`src/rtl/pipe_reduce_tree_pkg.sv`:
```
// Shared helpers for the pipelined reduction tree:
// tree geometry and the output fit (clamp or wrap) functions.
package pipe_reduce_tree_pkg;

    // Fit functions operate on a wide signed value; sources are sign-extended into it.
    localparam int FIT_W = 64;

    // Lossless width of the full tree sum.
    function automatic int tree_w(input int iw, input int n);
        return iw + $clog2(n);
    endfunction

    // Number of register levels in the tree (at least one, also for n=1).
    function automatic int tree_levels(input int n);
        return (n <= 1) ? 1 : $clog2(n);
    endfunction

    // Number of elements entering level k (1-based).
    function automatic int level_n(input int n, input int k);
        return (n + (1 << (k - 1)) - 1) >> (k - 1);
    endfunction

    // Fitted value: clamp (sat=1) or two's-complement wrap (sat=0) to ow bits.
    function automatic logic signed [FIT_W-1:0] sat_fit(
        input logic signed [FIT_W-1:0] x,
        input int                      ow,
        input int                      src_w,
        input logic                    sat
    );
        logic signed [FIT_W-1:0] hi;
        logic signed [FIT_W-1:0] lo;
        logic signed [FIT_W-1:0] wr;
        hi = (64'sd1 <<< (ow - 1)) - 64'sd1;
        lo = ~hi;
        wr = (x <<< (FIT_W - ow)) >>> (FIT_W - ow);
        if (ow >= src_w) return x;
        if (!sat)        return wr;
        if (x > hi)      return hi;
        if (x < lo)      return lo;
        return x;
    endfunction

    // Flag raised when the fitted value differs from the source value.
    function automatic logic sat_flag(
        input logic signed [FIT_W-1:0] x,
        input int                      ow,
        input int                      src_w,
        input logic                    sat
    );
        logic signed [FIT_W-1:0] hi;
        logic signed [FIT_W-1:0] lo;
        logic signed [FIT_W-1:0] wr;
        hi = (64'sd1 <<< (ow - 1)) - 64'sd1;
        lo = ~hi;
        wr = (x <<< (FIT_W - ow)) >>> (FIT_W - ow);
        if (ow >= src_w) return 1'b0;
        if (!sat)        return wr != x;
        return (x > hi) || (x < lo);
    endfunction

endpackage

```
`src/rtl/pipe_reduce_tree_level.sv`:
```
// One registered level of the reduction tree.
// Ports: clk/rst_n, en (global advance), in_valid/in_last/in_data (IN_N x W),
// out_valid/out_last/out_data (ceil(IN_N/2) x W+1).
module reduce_level #(
    parameter int IN_N = 2,
    parameter int W    = 8
) (
    input  logic                         clk,
    input  logic                         rst_n,
    input  logic                         en,
    input  logic                         in_valid,
    input  logic                         in_last,
    input  logic [IN_N-1:0][W-1:0]       in_data,
    output logic                         out_valid,
    output logic                         out_last,
    output logic [(IN_N+1)/2-1:0][W:0]   out_data
);

    localparam int OUT_N = (IN_N + 1) / 2;

    logic [OUT_N-1:0][W:0] pair_sum;
    logic [OUT_N-1:0][W:0] data_d;
    logic [OUT_N-1:0][W:0] data_q;
    logic                  valid_d;
    logic                  valid_q;
    logic                  last_d;
    logic                  last_q;

    for (genvar i = 0; i < OUT_N; i++) begin : g_pair
        if (2 * i + 1 < IN_N) begin : g_add
            assign pair_sum[i] = {in_data[2*i][W-1], in_data[2*i]}
                               + {in_data[2*i+1][W-1], in_data[2*i+1]};
        end else begin : g_pass
            // Odd leftover element: sign-extend and register unchanged.
            assign pair_sum[i] = {in_data[2*i][W-1], in_data[2*i]};
        end
    end

    always_comb begin
        data_d  = data_q;
        valid_d = valid_q;
        last_d  = last_q;
        if (en) begin
            data_d  = pair_sum;
            valid_d = in_valid;
            last_d  = in_last;
        end
    end

    always_ff @(posedge clk or negedge rst_n) begin
        if (!rst_n) begin
            data_q  <= '0;
            valid_q <= 1'b0;
            last_q  <= 1'b0;
        end else begin
            data_q  <= data_d;
            valid_q <= valid_d;
            last_q  <= last_d;
        end
    end

    assign out_data  = data_q;
    assign out_valid = valid_q;
    assign out_last  = last_q;

endmodule

```
`src/rtl/pipe_reduce_tree.sv`:
```
// Pipelined signed reduction tree with valid/ready, optional accumulate, clamp/wrap.
// Ports: clk_in, rst_n_in, in_valid/in_ready/in_data/in_last, out_valid/out_ready/out_data/out_sat.
module pipe_reduce_tree
    import pipe_reduce_tree_pkg::*;
#(
    parameter int N        = 12,
    parameter int IW       = 8,
    parameter int OW       = 8,
    parameter int ACCUM    = 0,
    parameter int ACC_BITS = 8,
    parameter int SAT      = 1
) (
    input  logic                 clk_in,
    input  logic                 rst_n_in,
    input  logic                 in_valid,
    output logic                 in_ready,
    input  logic [N-1:0][IW-1:0] in_data,
    input  logic                 in_last,
    output logic                 out_valid,
    input  logic                 out_ready,
    output logic [OW-1:0]        out_data,
    output logic                 out_sat
);

    localparam int LEVELS = tree_levels(N);
    localparam int TW     = tree_w(IW, N);
    localparam int SW     = IW + LEVELS;
    localparam int AW     = TW + ACC_BITS;

    logic                 en;
    logic                 fin_valid;
    logic                 fin_last;
    logic signed [SW-1:0] sum;
    logic signed [AW-1:0] acc_sum;
    logic signed [AW-1:0] acc_d;
    logic signed [AW-1:0] acc_q;
    logic                 out_valid_d;
    logic                 out_valid_q;
    logic [OW-1:0]        out_data_d;
    logic [OW-1:0]        out_data_q;
    logic                 out_sat_d;
    logic                 out_sat_q;

    // Every register advances together; a stalled output freezes the whole pipe.
    assign en       = !out_valid_q || out_ready;
    assign in_ready = en;

    for (genvar k = 1; k <= LEVELS; k++) begin : g_lvl
        localparam int LN = level_n(N, k);
        localparam int LW = IW + k - 1;

        logic [LN-1:0][LW-1:0]       din;
        logic                        vin;
        logic                        lin;
        logic [(LN+1)/2-1:0][LW:0]   dout;
        logic                        vout;
        logic                        lout;

        if (k == 1) begin : g_first
            assign din = in_data;
            assign vin = in_valid;
            assign lin = in_last;
        end else begin : g_next
            assign din = g_lvl[k-1].dout;
            assign vin = g_lvl[k-1].vout;
            assign lin = g_lvl[k-1].lout;
        end

        reduce_level #(
            .IN_N (LN),
            .W    (LW)
        ) u_level (
            .clk       (clk_in),
            .rst_n     (rst_n_in),
            .en        (en),
            .in_valid  (vin),
            .in_last   (lin),
            .in_data   (din),
            .out_valid (vout),
            .out_last  (lout),
            .out_data  (dout)
        );
    end

    assign sum       = g_lvl[LEVELS].dout[0];
    assign fin_valid = g_lvl[LEVELS].vout;
    assign fin_last  = g_lvl[LEVELS].lout;
    assign acc_sum   = acc_q + AW'(sum);

    always_comb begin
        out_valid_d = out_valid_q;
        out_data_d  = out_data_q;
        out_sat_d   = out_sat_q;
        acc_d       = acc_q;
        if (en) begin
            out_valid_d = 1'b0;
            if (fin_valid) begin
                if (ACCUM == 0) begin
                    out_valid_d = 1'b1;
                    out_data_d  = OW'(sat_fit(FIT_W'(sum), OW, TW, SAT != 0));
                    out_sat_d   = sat_flag(FIT_W'(sum), OW, TW, SAT != 0);
                end else if (fin_last) begin
                    // Close the group and restart the accumulator on the same edge.
                    out_valid_d = 1'b1;
                    out_data_d  = OW'(sat_fit(FIT_W'(acc_sum), OW, AW, SAT != 0));
                    out_sat_d   = sat_flag(FIT_W'(acc_sum), OW, AW, SAT != 0);
                    acc_d       = '0;
                end else begin
                    acc_d = acc_sum;
                end
            end
        end
    end

    always_ff @(posedge clk_in or negedge rst_n_in) begin
        if (!rst_n_in) begin
            out_valid_q <= 1'b0;
            out_data_q  <= '0;
            out_sat_q   <= 1'b0;
            acc_q       <= '0;
        end else begin
            out_valid_q <= out_valid_d;
            out_data_q  <= out_data_d;
            out_sat_q   <= out_sat_d;
            acc_q       <= acc_d;
        end
    end

    assign out_valid = out_valid_q;
    assign out_data  = out_data_q;
    assign out_sat   = out_sat_q;

endmodule

```
`config.mk`:
```
export PLATFORM = sky130hd
export DESIGN_NAME = pipe_reduce_tree
export DESIGN_NICKNAME = d
export VERILOG_FILES = /design/src/rtl/pipe_reduce_tree_pkg.sv /design/src/rtl/pipe_reduce_tree_level.sv /design/src/rtl/pipe_reduce_tree.sv
export SDC_FILE = /design/constraint.sdc
export NUM_CORES = 1
export LEC_CHECK = 0
export ABC_AREA = 1
export CORE_ASPECT_RATIO = 2
export CORE_MARGIN = 2
export CORE_UTILIZATION = 35
export CTS_CLUSTER_SIZE = 16
export DETAILED_ROUTE_END_ITERATION = 8
export GPL_ROUTABILITY_DRIVEN = 0
export GPL_TIMING_DRIVEN = 0
export REMOVE_ABC_BUFFERS = 1
export SYNTH_ARGS = -nofsm -noshare
export SYNTH_HDL_FRONTEND = slang
export SYNTH_SLANG_ARGS = --single-unit
```
`constraint.sdc`:
```
create_clock -name clk_in -period 1.9 [get_ports clk_in]
set_input_delay 0.38 -clock clk_in [delete_from_list [all_inputs] [get_ports clk_in]]
set_output_delay 0.38 -clock clk_in [all_outputs]
set_load 0.05 [all_outputs]
```
==> design notes <==
Port buffering added 110 buffers. The area share of and-or/or-and cells after synthesis came out at 9.31%. The library cell contributing the largest single delay on the critical path is sky130_fd_sc_hd__dfrtp_1. The final timing report counts setup violations totalling 0. Between clock sinks in the finished design, the worst skew comes to 0.00738 ns.

The run gives 54.9% as the relative contribution of combinational cells to total power. The area of the mapped netlist was 0.00929 mm². The kind of start point of the critical path was a register.

sky130_fd_sc_hd__nand2_1 is the most common cell in the netlist. For the power in combinational cells, the log shows 10.5 mW. After synthesis, the share of cell area in mux cells is 0%. The critical path in the final layout is reported with a setup slack of 0.0328 ns.

Per the post-CTS timing run, clock transition at the registers of the reported paths is 0.06 ns. The power share of the clock group was 19.1%. The synth_stat.txt file lists the number of cells as 1274.

The number of warnings reported in the stage logs is 28. Per the detailed-route log, wirelength across all metal layers totals 23000 µm. The power report puts the net switching power at 8.39 mW. The critical path data arrival time came out at 1.49 ns. The global route stage reports its total congestion overflow as 0. Reg-to-reg startpoint: g_lvl[2].u_level.out_data[0].

Per the final report, the share of cell area in non-clock buffers is 12.6%. The cell family contributing the most delay on the critical path is buffers and inverters. Path class of the lowest-slack min-delay path: reg -> reg. After the last flow step, the layout net total stands at 1609. Leaving out fill and tap cells, the most frequent cells in the layout are sky130_fd_sc_hd__nand2_1, sky130_fd_sc_hd__inv_1, sky130_fd_sc_hd__dfrtp_1. The die boundary width works out to 119 µm. The clock tree buffer depth came out at 2. The layer carrying the most global-route usage is met2.

The required time at the endpoint of the critical path was 1.52 ns; the delay of the slowest cell on the worst path was 0.37 ns. The first detailed-routing pass took 5 iterations. Per the synth stats, the flop cell with the highest instance count is sky130_fd_sc_hd__dfrtp_1. There are 131 flip-flops and latches. For the register area, the log shows 0.00328 mm². The synthesized design contains 0 enable-type register cells. The run gives 0 as the initial antenna violation count.

The commonest cells after synthesis are sky130_fd_sc_hd__nand2_1, sky130_fd_sc_hd__inv_1, sky130_fd_sc_hd__dfrtp_1. Boundary pin count: 112. The clock tree synthesis step divided the H-tree into 4 levels.

Sequential cells burn 26.0% of the power. The logs give 35.5% for the effective utilization at floorplan and 13100 µm for the detailed-routed wire length on met2. For the count of final hold-check violations, the log shows 0. Yosys reported a register bit count of 131.

Clock cells make up 5.60% of the layout cell area. The wire length of the first global-routing pass was 39300 µm. OpenROAD reports that the post-layout worst path occupies 98.3% of the period.

Yosys attributes the largest share of cell area to sky130_fd_sc_hd__dfrtp_1, sky130_fd_sc_hd__nand2_1, sky130_fd_sc_hd__ha_1. The design internal power was 10.7 mW. The area recorded from the Yosys report for this design is 0.00929 mm². The logs give 1 for the number of buffers inserted for hold repair after clock tree synthesis and 0 for the max-slew violation count. The cell sitting at the root of the clock tree is a sky130_fd_sc_hd__clkbuf_16. For the power in sequential cells, the log shows 4.96 mW.

Summed over all instances, the cell type with the most area after synthesis is sky130_fd_sc_hd__dfrtp_1. The basic-gate share of the synthesized area counting and, or, nand and nor cells is 30.4%, and the register-to-register setup slack is 0.09 ns. The final worst hold slack was 0.463 ns; the number of warnings reported in the yosys synthesis log was 0. STA shows the worst reg2reg path with a cell count of 9. The number of global-route vias before repair came out at 8667. Synthesis produced a netlist whose cell count is 1274.

Prior to clock tree synthesis, the placed netlist has a worst setup slack of -1.25 ns. The endpoint kind of the worst setup timing path was a primary output. The logs give 477 µm for the wire length on met3 and 67 for the pin count of the biggest net entering global routing.

Using the TritonRoute via totals, the vias-per-cell ratio works out to 4.79. The biggest slice of the total power is consumed by combinational cells. The area added between synthesis and finish works out to 26.5%. The signal on the critical path passes through inv_2, nor2_4, buf_12, inv_12, buf_16, buf_12.

The chip area is 0.0279 mm², and the proportion of cell area occupied by registers is 27.9%. Number of clock-tree buffers in the layout: 19. At the end of the flow the core is filled with cells to 44.9%. For the worst reg-to-reg path, the endpoint reported by OpenROAD is g_lvl[3].u_level.out_data[6]. Global routing used 2.86% of the available met3 tracks. After floorplanning, the core was sized to cover 0.0262 mm². The report counts max-capacitance violations totalling 0.

The register with the most flip-flops in the layout has 117 of them. The DRC violation total left in the routed layout is recorded as 0. End of the worst hold path: g_lvl[3].u_level.out_data[19].

The capture point of the critical path was reported as in_ready. Yosys reported that registers with async set or reset make up 100%. The run gives 536 MHz for the upper clock frequency limit. The slew at the pin closest to its max-slew limit came out at 0.637 ns. The synthesized netlist contains 35 unique library cells. Of the total synthesized cell area, the portion taken by full adders, half adders and majority gates is 15.3%. Looking at the critical path, the highest net fanout was 16.

The placed instances occupy a cell area of 0.0108 mm². The routed length on met1 was 8710 µm; the buffers plus inverters on the worst setup path was 5. The flow ran to the end, and the final reports show no timing, DRC or antenna violations. Top routing layer in use: met4. The logic area is 0.00540 mm², and the overall fraction of global-route tracks in use is 17.5%. The number of DRC violations after detailed-routing iteration 0 was 288. For this run, combinational gates with multiple inputs come to 983. In this run switching power makes up 43.9% of total power.

The antenna violation net count after detailed routing was 0; the critical path depth in cells was 6. After synthesis, the mean cell area works out to 7.29 µm². Summing over every cut layer, the via total after detailed routing is 8419. The area share of the largest cell type after synthesis is 35.3%, and the post-CTS resize count is 25. Main logic family after synthesis: simple AND/OR/NAND/NOR gates. In this run the VDD rail shows a maximum IR drop of 0.731 mV. For this design the ratio of total power to cell area is 1620 mW/mm².

Type of the worst setup path: reg -> out. Setup repair after global routing could not meet its margin everywhere. The share of the yosys chip area belonging to registers is 35.3%, and the final instance area is 0.0118 mm². Met2 track demand over resource in global routing: 34.7%.

Including well taps, the total number of placed cells is 1706. The static leakage was 6.09 nW. Beginning of the worst hold path: g_lvl[2].u_level.out_data[28]. The HPWL after detailed placement is 16400 µm. The repair_antennas step left the layout with diodes totalling 0.

The number of tap cells inserted is 344. Leaving out the clock tree, the finished layout contains a buffer count of 134. The most numerous cell type found on the critical path is sky130_fd_sc_hd__buf_12. The post-CTS setup-driven buffer insertion count was 3. TritonCTS built the clock tree. Global routing consumed, on the met1 layer, 17.3% of the routing resources. In the hold timing report, the worst path depth is 2. After detailed routing, the average wire length per cell comes to 13.1 µm.

Per the layout report, the design carries 2641 filler cells. After floorplanning, the core was divided into 84 placement rows. In this run, the synthesized area fraction spent on xor and xnor cells is recorded as 2.55%. The critical path starts at out_valid. The most area-hungry cell class in the final design is combinational gates. The run gives 57.5% as the headroom to the max-slew limit.

The non-clock inverter count in the final layout was 134; the vertical die dimension was 234 µm. The shortest clock period the worst path allows after layout was 1.87 ns. The proportion of layout cells with a drive suffix above 1 works out to 5.94%.

For the final routed database, the setup TNS stands at 0 ns. The tools report the total chip power as 19.1 mW.
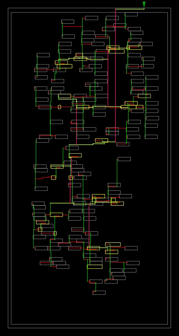
Figure 1: clock wiring as the flow saved it.
later-pin clock latency in the skew report: 0.43 ns
Num Clock Sinks: 131
Clock net power: 3.65 mW
total CTS buffers: 17

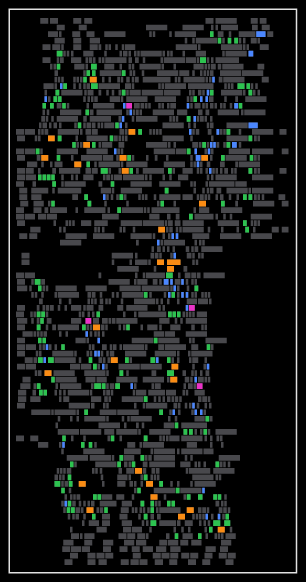
Figure 2: logic cells by family.
green -> inverting AOI/OAI gates  # cells 158, where all over the die
orange -> XOR/XNOR gates  # cells 27
blue -> NOR gates  # cells 60
magenta -> AND-OR and OR-AND gates  # cells 4, where centre
fraction of standard cell area in multi-input logic: 45.9%
post-route non-filler standard cell count: 1758
leading cell type in the layout, fill and taps excluded: sky130_fd_sc_hd__nand2_1

Power and IR drop assume default switching activity.
